## src/rtl/axi_pkg.sv

```systemverilog
// rtl/axi_pkg.sv - shared burst encodings, master state enum and limits for the AXI-style bridge
package axi_pkg;

  localparam logic [1:0] BURST_FIXED = 2'b00;
  localparam logic [1:0] BURST_INCR  = 2'b01;
  localparam logic [1:0] BURST_WRAP  = 2'b10;
  localparam logic [1:0] BURST_RSVD  = 2'b11;

  localparam int   AXI_MAX_SIZE = 4;
  localparam logic BRESP_OKAY   = 1'b1;

  typedef enum logic [2:0] {
    ST_IDLE,
    ST_WR_ADDR,
    ST_WR_DATA,
    ST_WR_RESP,
    ST_RESP_CAP,
    ST_RD_ADDR,
    ST_RD_DATA,
    ST_FINISH
  } axi_state_t;

  // WRAP bursts only make sense for power-of-two beat counts (2 or 4 here).
  function automatic logic burst_legal(input logic [2:0] size, input logic [1:0] btype,
                                       input logic [1:0] len, input int max_size);
    logic ok;
    ok = (int'(size) <= max_size) && (btype != BURST_RSVD);
    if (btype == BURST_WRAP && (len == 2'd0 || len == 2'd2)) ok = 1'b0;
    return ok;
  endfunction

endpackage

```

## src/rtl/axi_beat_addr_gen.sv

```systemverilog
// rtl/axi_beat_addr_gen.sv - combinational next-beat address for FIXED/INCR/WRAP bursts
module axi_beat_addr_gen import axi_pkg::*; #(
  parameter int ADDR_W = 64
) (
  input  logic [ADDR_W-1:0] addr,
  input  logic [2:0]        size,
  input  logic [1:0]        len,
  input  logic [1:0]        burst,
  output logic [ADDR_W-1:0] next_addr
);

  logic [ADDR_W-1:0] step;
  logic [ADDR_W-1:0] wrap_mask;
  logic [ADDR_W-1:0] incr;

  always_comb begin
    step      = ADDR_W'(1) << size;
    wrap_mask = ((ADDR_W'(len) + ADDR_W'(1)) << size) - ADDR_W'(1);
    incr      = addr + step;
    case (burst)
      BURST_INCR: next_addr = incr;
      BURST_WRAP: next_addr = (addr & ~wrap_mask) | (incr & wrap_mask);
      default:    next_addr = addr;
    endcase
  end

endmodule

```

## src/rtl/axi_master.sv

```systemverilog
// rtl/axi_master.sv - single-burst AXI-style initiator; AXI_MASTER_TIMEOUT_EN adds a handshake watchdog
module axi_master import axi_pkg::*; #(
  parameter int ADDR_W         = 64,
  parameter int DATA_W         = 128,
  parameter int MAX_SIZE       = AXI_MAX_SIZE,
  parameter int TIMEOUT_CYCLES = 256
) (
  input  logic              clk,
  input  logic              reset,
  input  logic              cmd_valid,
  output logic              cmd_ready,
  input  logic              cmd_write,
  input  logic [ADDR_W-1:0] cmd_addr,
  input  logic [2:0]        cmd_size,
  input  logic [1:0]        cmd_type,
  input  logic [1:0]        cmd_len,
  input  logic [DATA_W-1:0] wr_data,
  input  logic              wr_data_valid,
  output logic              wr_data_ready,
  output logic [DATA_W-1:0] rd_data,
  output logic [ADDR_W-1:0] rd_beat_addr,
  output logic              rd_data_valid,
  output logic              done,
  output logic              done_err,
  output logic              AWVALID,
  input  logic              AWREADY,
  output logic [ADDR_W-1:0] out_write_addr,
  output logic [2:0]        Burst_size,
  output logic [1:0]        Burst_type,
  output logic [1:0]        Burst_len,
  output logic              WDVALID,
  input  logic              WDREADY,
  output logic [DATA_W-1:0] out_write_data,
  output logic              BVALID,
  input  logic              BREADY,
  input  logic              BRESP,
  output logic              RAVALID,
  input  logic              RAREADY,
  output logic [ADDR_W-1:0] out_read_addr,
  input  logic              RDVALID,
  output logic              RDREADY,
  input  logic [DATA_W-1:0] out_read_data
);

  axi_state_t        state, state_nxt;
  logic [ADDR_W-1:0] addr_q;
  logic [2:0]        size_q;
  logic [1:0]        type_q;
  logic [1:0]        len_q;
  logic [1:0]        beat_cnt_q;
  logic [ADDR_W-1:0] beat_addr_q;
  logic [ADDR_W-1:0] beat_addr_nxt;
  logic              wd_valid_q;
  logic              err_q;
  logic              cmd_legal;
  logic              timeout;

  assign cmd_legal      = burst_legal(cmd_size, cmd_type, cmd_len, MAX_SIZE);
  assign out_write_addr = addr_q;
  assign out_read_addr  = addr_q;
  assign Burst_size     = size_q;
  assign Burst_type     = type_q;
  assign Burst_len      = len_q;
  assign WDVALID        = wd_valid_q;

  axi_beat_addr_gen #(.ADDR_W(ADDR_W)) u_beat_addr (
    .addr      (beat_addr_q),
    .size      (size_q),
    .len       (len_q),
    .burst     (type_q),
    .next_addr (beat_addr_nxt)
  );

  always_ff @(posedge clk or posedge reset) begin
    if (reset) state <= ST_IDLE;
    else       state <= state_nxt;
  end

  always_comb begin
    state_nxt = state;
    case (state)
      ST_IDLE:     if (cmd_valid) state_nxt = !cmd_legal ? ST_FINISH
                                            : (cmd_write ? ST_WR_ADDR : ST_RD_ADDR);
      ST_WR_ADDR:  if (AWREADY) state_nxt = ST_WR_DATA;
      ST_WR_DATA:  if (wd_valid_q && WDREADY && beat_cnt_q == len_q) state_nxt = ST_WR_RESP;
      ST_WR_RESP:  if (BREADY) state_nxt = ST_RESP_CAP;
      ST_RESP_CAP: state_nxt = ST_FINISH;
      ST_RD_ADDR:  if (RAREADY) state_nxt = ST_RD_DATA;
      ST_RD_DATA:  if (RDVALID && beat_cnt_q == len_q) state_nxt = ST_FINISH;
      ST_FINISH:   state_nxt = ST_IDLE;
      default:     state_nxt = ST_IDLE;
    endcase
    if (timeout) state_nxt = ST_FINISH;
  end

  always_comb begin
    cmd_ready     = (state == ST_IDLE);
    AWVALID       = (state == ST_WR_ADDR);
    BVALID        = (state == ST_WR_RESP);
    RAVALID       = (state == ST_RD_ADDR);
    RDREADY       = (state == ST_RD_DATA);
    done          = (state == ST_FINISH);
    done_err      = (state == ST_FINISH) && err_q;
    wr_data_ready = (state == ST_WR_DATA) && !wd_valid_q && wr_data_valid;
  end

  always_ff @(posedge clk or posedge reset) begin
    if (reset) begin
      addr_q         <= '0;
      size_q         <= '0;
      type_q         <= '0;
      len_q          <= '0;
      beat_cnt_q     <= '0;
      beat_addr_q    <= '0;
      wd_valid_q     <= 1'b0;
      err_q          <= 1'b0;
      out_write_data <= '0;
      rd_data        <= '0;
      rd_beat_addr   <= '0;
      rd_data_valid  <= 1'b0;
    end else begin
      rd_data_valid <= 1'b0;
      if (timeout) begin
        err_q      <= 1'b1;
        wd_valid_q <= 1'b0;
      end else begin
        case (state)
          ST_IDLE: if (cmd_valid) begin
            addr_q      <= cmd_addr;
            size_q      <= cmd_size;
            type_q      <= cmd_type;
            len_q       <= cmd_len;
            beat_addr_q <= cmd_addr;
            beat_cnt_q  <= '0;
            wd_valid_q  <= 1'b0;
            err_q       <= !cmd_legal;
          end
          // A held beat blocks loading the next one, so a stalled slave never loses data.
          ST_WR_DATA: begin
            if (wd_valid_q) begin
              if (WDREADY) begin
                wd_valid_q <= 1'b0;
                beat_cnt_q <= beat_cnt_q + 2'd1;
              end
            end else if (wr_data_valid) begin
              out_write_data <= wr_data;
              wd_valid_q     <= 1'b1;
            end
          end
          // The slave registers BRESP on the B handshake edge, so it is valid only now.
          ST_RESP_CAP: err_q <= (BRESP != BRESP_OKAY);
          ST_RD_DATA: if (RDVALID) begin
            rd_data       <= out_read_data;
            rd_beat_addr  <= beat_addr_q;
            rd_data_valid <= 1'b1;
            beat_addr_q   <= beat_addr_nxt;
            beat_cnt_q    <= beat_cnt_q + 2'd1;
          end
          default: ;
        endcase
      end
    end
  end

`ifdef AXI_MASTER_TIMEOUT_EN
  localparam int TO_W = $clog2(TIMEOUT_CYCLES + 1);
  logic [TO_W-1:0] wait_cnt_q;
  logic            waiting;

  assign waiting = (AWVALID && !AWREADY) || (WDVALID && !WDREADY) || (BVALID && !BREADY) ||
                   (RAVALID && !RAREADY) || (RDREADY && !RDVALID);
  assign timeout = waiting && (wait_cnt_q == TO_W'(TIMEOUT_CYCLES - 1));

  always_ff @(posedge clk or posedge reset) begin
    if (reset)                   wait_cnt_q <= '0;
    else if (!waiting || timeout) wait_cnt_q <= '0;
    else                         wait_cnt_q <= wait_cnt_q + TO_W'(1);
  end
`else
  assign timeout = 1'b0;
`endif

endmodule
```

## config.mk

```make
export PLATFORM = sky130hd
export DESIGN_NAME = axi_master
export DESIGN_NICKNAME = d
export VERILOG_FILES = /design/src/rtl/axi_pkg.sv /design/src/rtl/axi_beat_addr_gen.sv /design/src/rtl/axi_master.sv
export SDC_FILE = /design/constraint.sdc
export NUM_CORES = 1
export LEC_CHECK = 0
export CORE_AREA = 4 4 310 312
export DETAILED_ROUTE_END_ITERATION = 16
export DIE_AREA = 0 0 314 316
export GPL_ROUTABILITY_DRIVEN = 0
export GPL_TIMING_DRIVEN = 0
export PLACE_DENSITY = 0.43
export SKIP_LAST_GASP = 1
export SLEW_MARGIN = 0
export SYNTH_ARGS = -nofsm -noshare
export SYNTH_HDL_FRONTEND = slang
export SYNTH_SLANG_ARGS = --single-unit
export TNS_END_PERCENT = 10
```

## constraint.sdc

```tcl
create_clock -name clk -period 24 [get_ports clk]
set_input_delay 4.8 -clock clk [delete_from_list [all_inputs] [get_ports clk]]
set_output_delay 4.8 -clock clk [all_outputs]
set_load 0.1 [all_outputs]
```

==> Slide: Implementation Results, run 1 <==
Flow Results at a Glance

Detailed routing
  • Drt first-iter violations: 1,489
  • Post-route met1 wirelength: 41,600 microns
  • Overall via count from detail_route: 20,000
  • Wire length reported by the detailed router: 104,000 microns
  • Routed wire length per instance: 22.8 microns

Clocking
  • Clock tree from TritonCTS: built
  • CTS Buf Count: 57
  • Post_cts resized: 0
  • CTS Buffer Depth: 3
  • H-tree depth reported by CTS: 2
  • Count of buffers added by post-CTS timing repair for setup: 0
  • Root buf cell: sky130_fd_sc_hd__clkbuf_16
  • Clock Pin Slew Worst Setup and Hold Paths: 50 ps

STA
  • Clock period minus final worst setup slack: 12,340 ps
  • Slew of the pin with the lowest slew margin: 1260 ps
  • Worst hold slack: 468 ps
  • Unrepaired setup endpoints after global routing: false
  • Maximum achievable frequency: 81.0 MHz
  • Clk_skew: 33.5 ps
  • Pins Over Slew Limit: 0
  • Post-layout worst setup margin: 11,660 ps
  • Worst rel slew slack: 15.8%
  • Number of endpoints with negative hold slack in the final report: 0

Critical path
  • Number of buffer and inverter instances along the worst setup path: 4
  • Top delay family on crit path: buffers and inverters
  • R2R Path Start: Burst_size[1]$_DFFE_PP0P_
  • Critical Path Sink Type: primary output
  • Register-to-Register Path Depth: 12
  • Maximum cell stage delay along the critical path: 1380 ps
  • Register-to-register path setup slack: 19,580 ps
  • Worst setup SP type: input pin

Run status
  • Outcome: complete, no violations

Final layout
  • Most frequent cells in the layout: 1,216 x sky130_fd_sc_hd__nand2_1, 802 x sky130_fd_sc_hd__clkdlybuf4s50_1, 463 x sky130_fd_sc_hd__dfrtp_1
  • Fraction of layout cells with a size suffix above 1: 5.13%
  • Area of the multi-input gates: 7960 sq um
  • Post-route non-filler standard cell count: 4,555

Logic synthesis
  • Per-instance average area after synthesis: 8.60 sq um
  • Post-synthesis cell count from yosys: 2,390
  • Tally of unique sky130hd cells used after synthesis: 77
  • Library cell with the highest instance count after synthesis: sky130_fd_sc_hd__nand2_1
  • Most instantiated flip-flop cell in the synthesis netlist: sky130_fd_sc_hd__dfrtp_1
  • Netlist area before placement: 20,600 sq um
  • Synth top cells by count: 1,216 x sky130_fd_sc_hd__nand2_1, 463 x sky130_fd_sc_hd__dfrtp_1, 108 x sky130_fd_sc_hd__clkbuf_1, 66 x sky130_fd_sc_hd__buf_4, 55 x sky130_fd_sc_hd__nand3_1
  • EDFF count, synth: 0
  • Net count after synthesis: 2,740
  • Number of instances in the synthesized netlist: 2,390
  • Area leader, netlist: sky130_fd_sc_hd__dfrtp_1

GRT
  • Pin count of the biggest net entering global routing: 103
  • Number of antenna violations at the first check in global routing: 28
  • Global routing met1 resource utilization: 24.3%
  • Met2 global-route usage: 35.8%
  • Wire length of the first global-routing pass: 147,000 microns
  • All-layer global routing usage: 20.1%

Placed design
  • Worst setup slack after placement: 11,570 ps
  • Instance area at placement: 30,300 sq um
  • Tally of buffers added on design ports: 802
  • HPWL Detailed: 80,600 microns

Min path
  • Path class of the lowest-slack min-delay path: register to register

Flow run
  • Max-capacitance violation count: 0
  • OpenROAD warnings: 32
## run 1: per-stage QoR
stage               util [%]  TNS, ps
finish                  34.5        0
global route            34.5        0
floorplan                  -        0
detailed placement      32.6        0
CTS                     34.5        0
global placement        32.4  -858910
## run 1: cell type report
cell class | instances | share of cell area (%)
Tap cell | 1254 | 4.88
Buffer | 185 | 2.95
Multi-Input combinational cell | 1723 | 24.8
Timing Repair Buffer | 807 | 25.4
Clock buffer | 87 | 5.13
Inverter | 19 | 0.245
Sequential cell | 463 | 36.1
Clock inverter | 10 | 0.506
Antenna cell | 7 | 0.0545
## run 1: kinds of logic (layout without fill, tap and decap cells)
| logic type | count (synthesis) | count (layout) | synth area share, % |
|---|---|---|---|
| flops | 463 | 463 | 56.4 |
| fa+ha+maj | 12 | 12 | 0.767 |
| xor+xnor | 14 | 14 | 0.597 |
| buf+inv | 204 | 1108 | 4.96 |
| compound gates | 211 | 211 | 7.12 |
| simple gates | 1468 | 1468 | 29.3 |
| mux | 18 | 18 | 0.907 |
| other cells | 0 | 7 | 0 |
## run 1: worst reg2reg max path, stage by stage (launching register included)
cell	delay, ps
sky130_fd_sc_hd__dfrtp_1	340
sky130_fd_sc_hd__clkbuf_1	310
sky130_fd_sc_hd__clkbuf_1	420
sky130_fd_sc_hd__nor3_1	140
sky130_fd_sc_hd__ha_1	250
sky130_fd_sc_hd__fa_1	420
sky130_fd_sc_hd__a21o_1	220
sky130_fd_sc_hd__a221oi_1	680
sky130_fd_sc_hd__a21oi_1	520
sky130_fd_sc_hd__clkbuf_1	430
sky130_fd_sc_hd__nand2_1	190
sky130_fd_sc_hd__nor3_1	60
sky130_fd_sc_hd__a311o_1	340
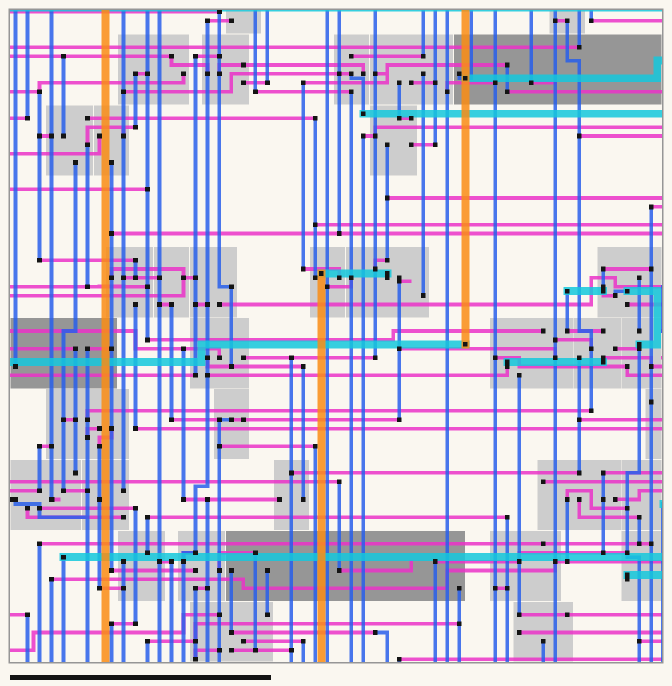
**Above:** run 1 (layout detail).
Bar = 10 microns. Region (144, 82) to (169, 107) microns. Cells in grey, sequential cells in the stronger grey; small squares are vias.
| colour | layer |
|---|---|
| magenta | metal 1 |
| cyan | metal 3 |
| blue | metal 2 |
| orange | metal 4 |
most frequent: o21ai_0 (5)
cells with their middle in the window: 32
sequential cells in the window: 2

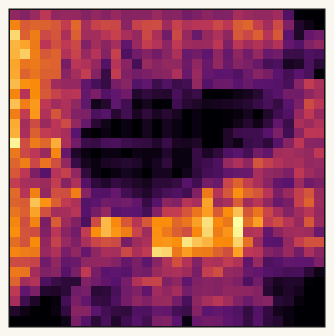
**Above:** run 1 (wire density map).
31 x 32 tiles, from black (low) to pale yellow (high), scaled to the fullest tile. Values are wire area over tile area, all layers added.
mean over tiles: 0.17
fullest tile: 0.48
tiles over half the peak: 24%
densest ninth of the die: upper left

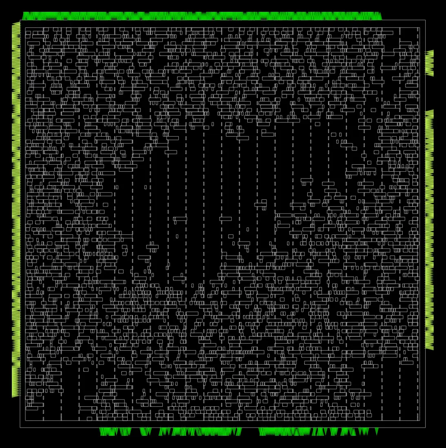
**Above:** run 1 (cell outlines without signal wires).
Post-Route Utilization: 34.5%
Row Count: 112

**Run 1: selected gate families**

Bar = 100 microns.
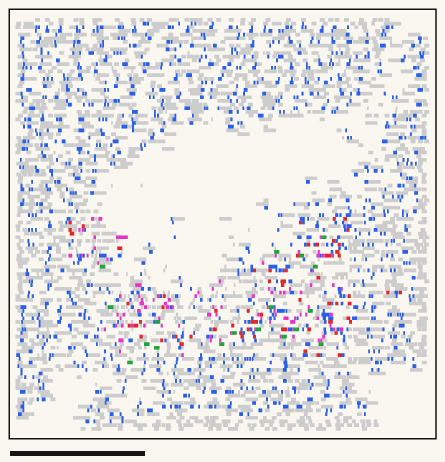

==> run 2, diff against run 1 <==
--- a/config.mk
+++ b/config.mk
@@ -5,12 +5,12 @@
 export SDC_FILE = /design/constraint.sdc
 export NUM_CORES = 1
 export LEC_CHECK = 0
-export CORE_AREA = 4 4 310 312
+export CORE_AREA = 4 4 314 316
 export DETAILED_ROUTE_END_ITERATION = 16
-export DIE_AREA = 0 0 314 316
+export DIE_AREA = 0 0 318 320
 export GPL_ROUTABILITY_DRIVEN = 0
 export GPL_TIMING_DRIVEN = 0
-export PLACE_DENSITY = 0.43
+export PLACE_DENSITY = 0.42
 export SKIP_LAST_GASP = 1
 export SLEW_MARGIN = 0
 export SYNTH_ARGS = -nofsm -noshare
==> constraint.sdc (replaced) <==
create_clock -name clk -period 12.6 [get_ports clk]
set_input_delay 2.52 -clock clk [delete_from_list [all_inputs] [get_ports clk]]
set_output_delay 2.52 -clock clk [all_outputs]
set_load 0.1 [all_outputs]
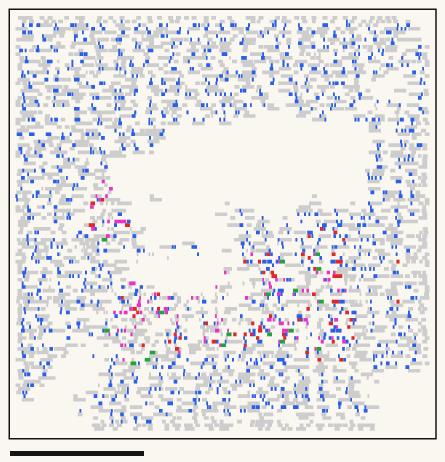
**Above:** run 2 (selected gate families).
Bar = 100 microns.
| colour | family | cells |
|---|---|---|
| magenta | NOR gates | 97 |
| red | AND and OR gates | 63 |
| green | multiplexers | 18 |
| blue | NAND gates | 1,308 |
most common logic cell in the routed design: sky130_fd_sc_hd__nand2_1
logic gate fraction of the total cell area: 24.6%
post-route non-filler standard cell count: 4,594

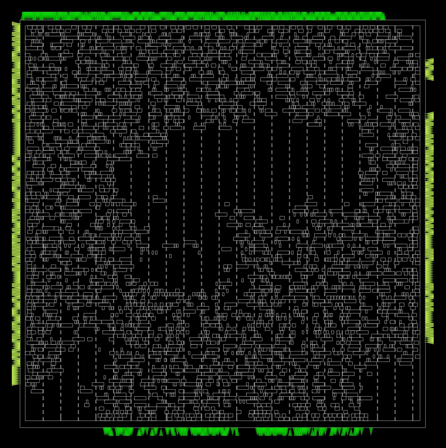
**Above:** run 2 (cell outlines without signal wires).
sequential share of cell area: 35.8%
Tapcells: 1,276
Post-Route Utilization: 33.7%
filler instances: 10,100

==> Slide: Implementation Results, run 2 <==
Flow Results at a Glance

Logic synthesis
  • Tally of unique sky130hd cells used after synthesis: 77 (unchanged)
  • Area leader, netlist: sky130_fd_sc_hd__dfrtp_1
  • Number of instances in the synthesized netlist: 2,390 (unchanged)
  • Post-synthesis cell count from yosys: 2,390 (unchanged)
  • Area share of fa/ha/maj cells after synthesis: 0.767% (unchanged)
  • EDFF count, synth: 0 (unchanged)
  • Top cells by area in the synthesized netlist: sky130_fd_sc_hd__dfrtp_1 56%, sky130_fd_sc_hd__nand2_1 22%, sky130_fd_sc_hd__buf_4 2.4%
  • Netlist area before placement: 20,600 sq um (unchanged)
  • Per-instance average area after synthesis: 8.60 sq um (unchanged)
  • Simple-Gate Fraction of Synth Area: 29.3% (unchanged)
  • Post-Synth AOI/OAI Area: 7.12% (unchanged)
  • Synth top cells by count: 1,216 x sky130_fd_sc_hd__nand2_1, 463 x sky130_fd_sc_hd__dfrtp_1, 108 x sky130_fd_sc_hd__clkbuf_1, 66 x sky130_fd_sc_hd__buf_4, 55 x sky130_fd_sc_hd__nand3_1
  • Most instantiated flip-flop cell in the synthesis netlist: sky130_fd_sc_hd__dfrtp_1
  • Share of Yosys cell area claimed by the top area cell type: 56.4%
  • Flip-flop and latch count after synthesis: 463
  • Library cell with the highest instance count after synthesis: sky130_fd_sc_hd__nand2_1
  • Share of flip-flops with an asynchronous set or reset: 100%
  • Net count after synthesis: 2,740 (unchanged)
  • Xor+xnor area frac: 0.597% (unchanged)
  • Mux contribution to synthesized area: 0.907% (unchanged)
  • Dominant comb cell: simple AND/OR/NAND/NOR gates

Flow run
  • OpenROAD warnings: 26 (-19%)
  • Max-capacitance violation count: 0 (unchanged)

Placed design
  • Instance area at placement: 30,500 sq um (+0.65%)
  • Placed cell count: 4,484
  • HPWL Detailed: 82,500 microns (+2.4%)
  • Worst setup slack after placement: 4980 ps (-6580 ps)
  • Tally of buffers added on design ports: 802 (unchanged)

Critical path
  • Worst setup SP type: input pin
  • Maximum cell stage delay along the critical path: 1250 ps (-130 ps)
  • Critical Path Sink Type: primary output
  • Critical path arrival: 5000 ps
  • Cell type of the slowest stage on the worst timing path: sky130_fd_sc_hd__clkdlybuf4s50_1
  • Register-to-Register Path Depth: 11 (-1)
  • Register-to-register path setup slack: 8170 ps (-11,410 ps)
  • R2R Path Start: Burst_size[1]$_DFFE_PP0P_

Final layout
  • Fraction of layout cells with a size suffix above 1: 5.74% (+0.61 points)
  • Final #Nets: 3,617
  • Most frequent cells in the layout: 1,216 x sky130_fd_sc_hd__nand2_1, 802 x sky130_fd_sc_hd__clkdlybuf4s50_1, 463 x sky130_fd_sc_hd__dfrtp_1

STA
  • Unrepaired setup endpoints after global routing: false
  • Number of endpoints with negative hold slack in the final report: 0 (unchanged)
  • Maximum achievable frequency: 133 MHz
  • Pins Over Slew Limit: 0 (unchanged)
  • Clk_skew: 30.6 ps (-2.87 ps)
  • Slew of the pin with the lowest slew margin: 1240 ps (-18.9 ps)
  • Clock period minus final worst setup slack: 7520 ps
  • Worst rel slew slack: 17.0% (+1.3 points)
  • Worst hold slack: 469 ps (+0.702 ps)
  • Post-layout worst setup margin: 5080 ps (-6580 ps)

Clocking
  • Count of buffers added by post-CTS timing repair for setup: 0 (unchanged)
  • Post_cts resized: 0 (unchanged)
  • Clock Pin Slew Worst Setup and Hold Paths: 60 ps (about the same)
  • H-tree depth reported by CTS: 2 (unchanged)
  • CTS Buf Count: 57 (unchanged)
  • Root buf cell: sky130_fd_sc_hd__clkbuf_16
  • Clock latency at the later pin of the worst-skew pair: 660 ps
  • CTS Buffer Depth: 3 (unchanged)
  • Clock tree from TritonCTS: built

Min path
  • Endpoint of the worst hold path: rd_data[113]$_DFFE_PP0P_
  • Path class of the lowest-slack min-delay path: register to register
  • Hold Crit Start: rd_data[113]$_DFFE_PP0P_

Floorplanning
  • Row Count: 114 (+1.8%)
  • Die Size: 102,000 sq um
  • Die boundary width: 318 microns
  • Core area: 96,000 sq um

Detailed routing
  • Drt first-iter violations: 1,408 (-5.4%)
  • Overall via count from detail_route: 19,900 (-0.18%)
  • Amount of wire on met2 after detailed routing: 53,400 microns
  • Wire length reported by the detailed router: 105,000 microns (+0.65%)
  • Post-route met1 wirelength: 41,100 microns (-1.1%)
  • Top routing layer in use: met5
  • Routed wire length per instance: 22.8 microns (-0.21%)

GRT
  • Pin count of the biggest net entering global routing: 40 (-61%)
  • GRT met3 Usage: 6.28%
  • All-layer global routing usage: 19.9% (-0.21 points)
  • Most used routing layer: met2
  • Number of antenna violations at the first check in global routing: 24 (-14%)
  • Final global-route overflow total: 0
  • Number of global-route vias before repair: 20,200
  • Met2 global-route usage: 35.8% (about the same)
  • Wire length of the first global-routing pass: 149,000 microns (+1.8%)
  • Global routing met1 resource utilization: 23.5% (-0.82 points)

Run status
  • Outcome: complete, no violations
==> run 2: per-stage QoR <==
step	util, %	setup TNS (ps)
global route	33.7	0
CTS	33.7	0
finish	33.7	0
global placement	31.4	-189690
detailed placement	31.8	0
floorplan	-	0
==> run 2: logic make-up (layout without fill, tap and decap cells) <==
family / count (synthesis) / in the layout
and+or+nand+nor: 1468 / 1468
DFF: 463 / 463
AOI/OAI and AO/OA: 211 / 211
buffers and inverters: 204 / 1124
muxes: 18 / 18
xor gates and xnor gates: 14 / 14
adders and majority gates: 12 / 12
other: 0 / 8
==> run 2: how the worst max path moves through the flow <==
stage                       start                       endpoint  slack (ps)
floorplan                   reset       Burst_len[0]$_DFFE_PP0P_        3810
global placement            reset  out_read_addr[56]$_DFFE_PP0P_        -510
detailed placement  wr_data_valid                  wr_data_ready        4980
CTS                 wr_data_valid                  wr_data_ready        4980
global route        wr_data_valid                  wr_data_ready        4940
finish              wr_data_valid                  wr_data_ready        5080
==> run 2: critical path, delay by kind of cell <==
family	cells	cell delay, ps
buffers and inverters	4	2330
AND/OR/NAND/NOR	1	140
==> run 2: cell type report <==
class	instances	area [sq um]	area share, %
sequential	463	11600	35.8
inverter	19	75.1	0.232
clock buffer	85	1680	5.20
multi-input combinational	1723	7960	24.6
buffer	185	947	2.93
tap	1276	1600	4.93
timing repair buffer	818	8340	25.8
antenna	8	20.0	0.0618
clock inverter	17	175	0.541
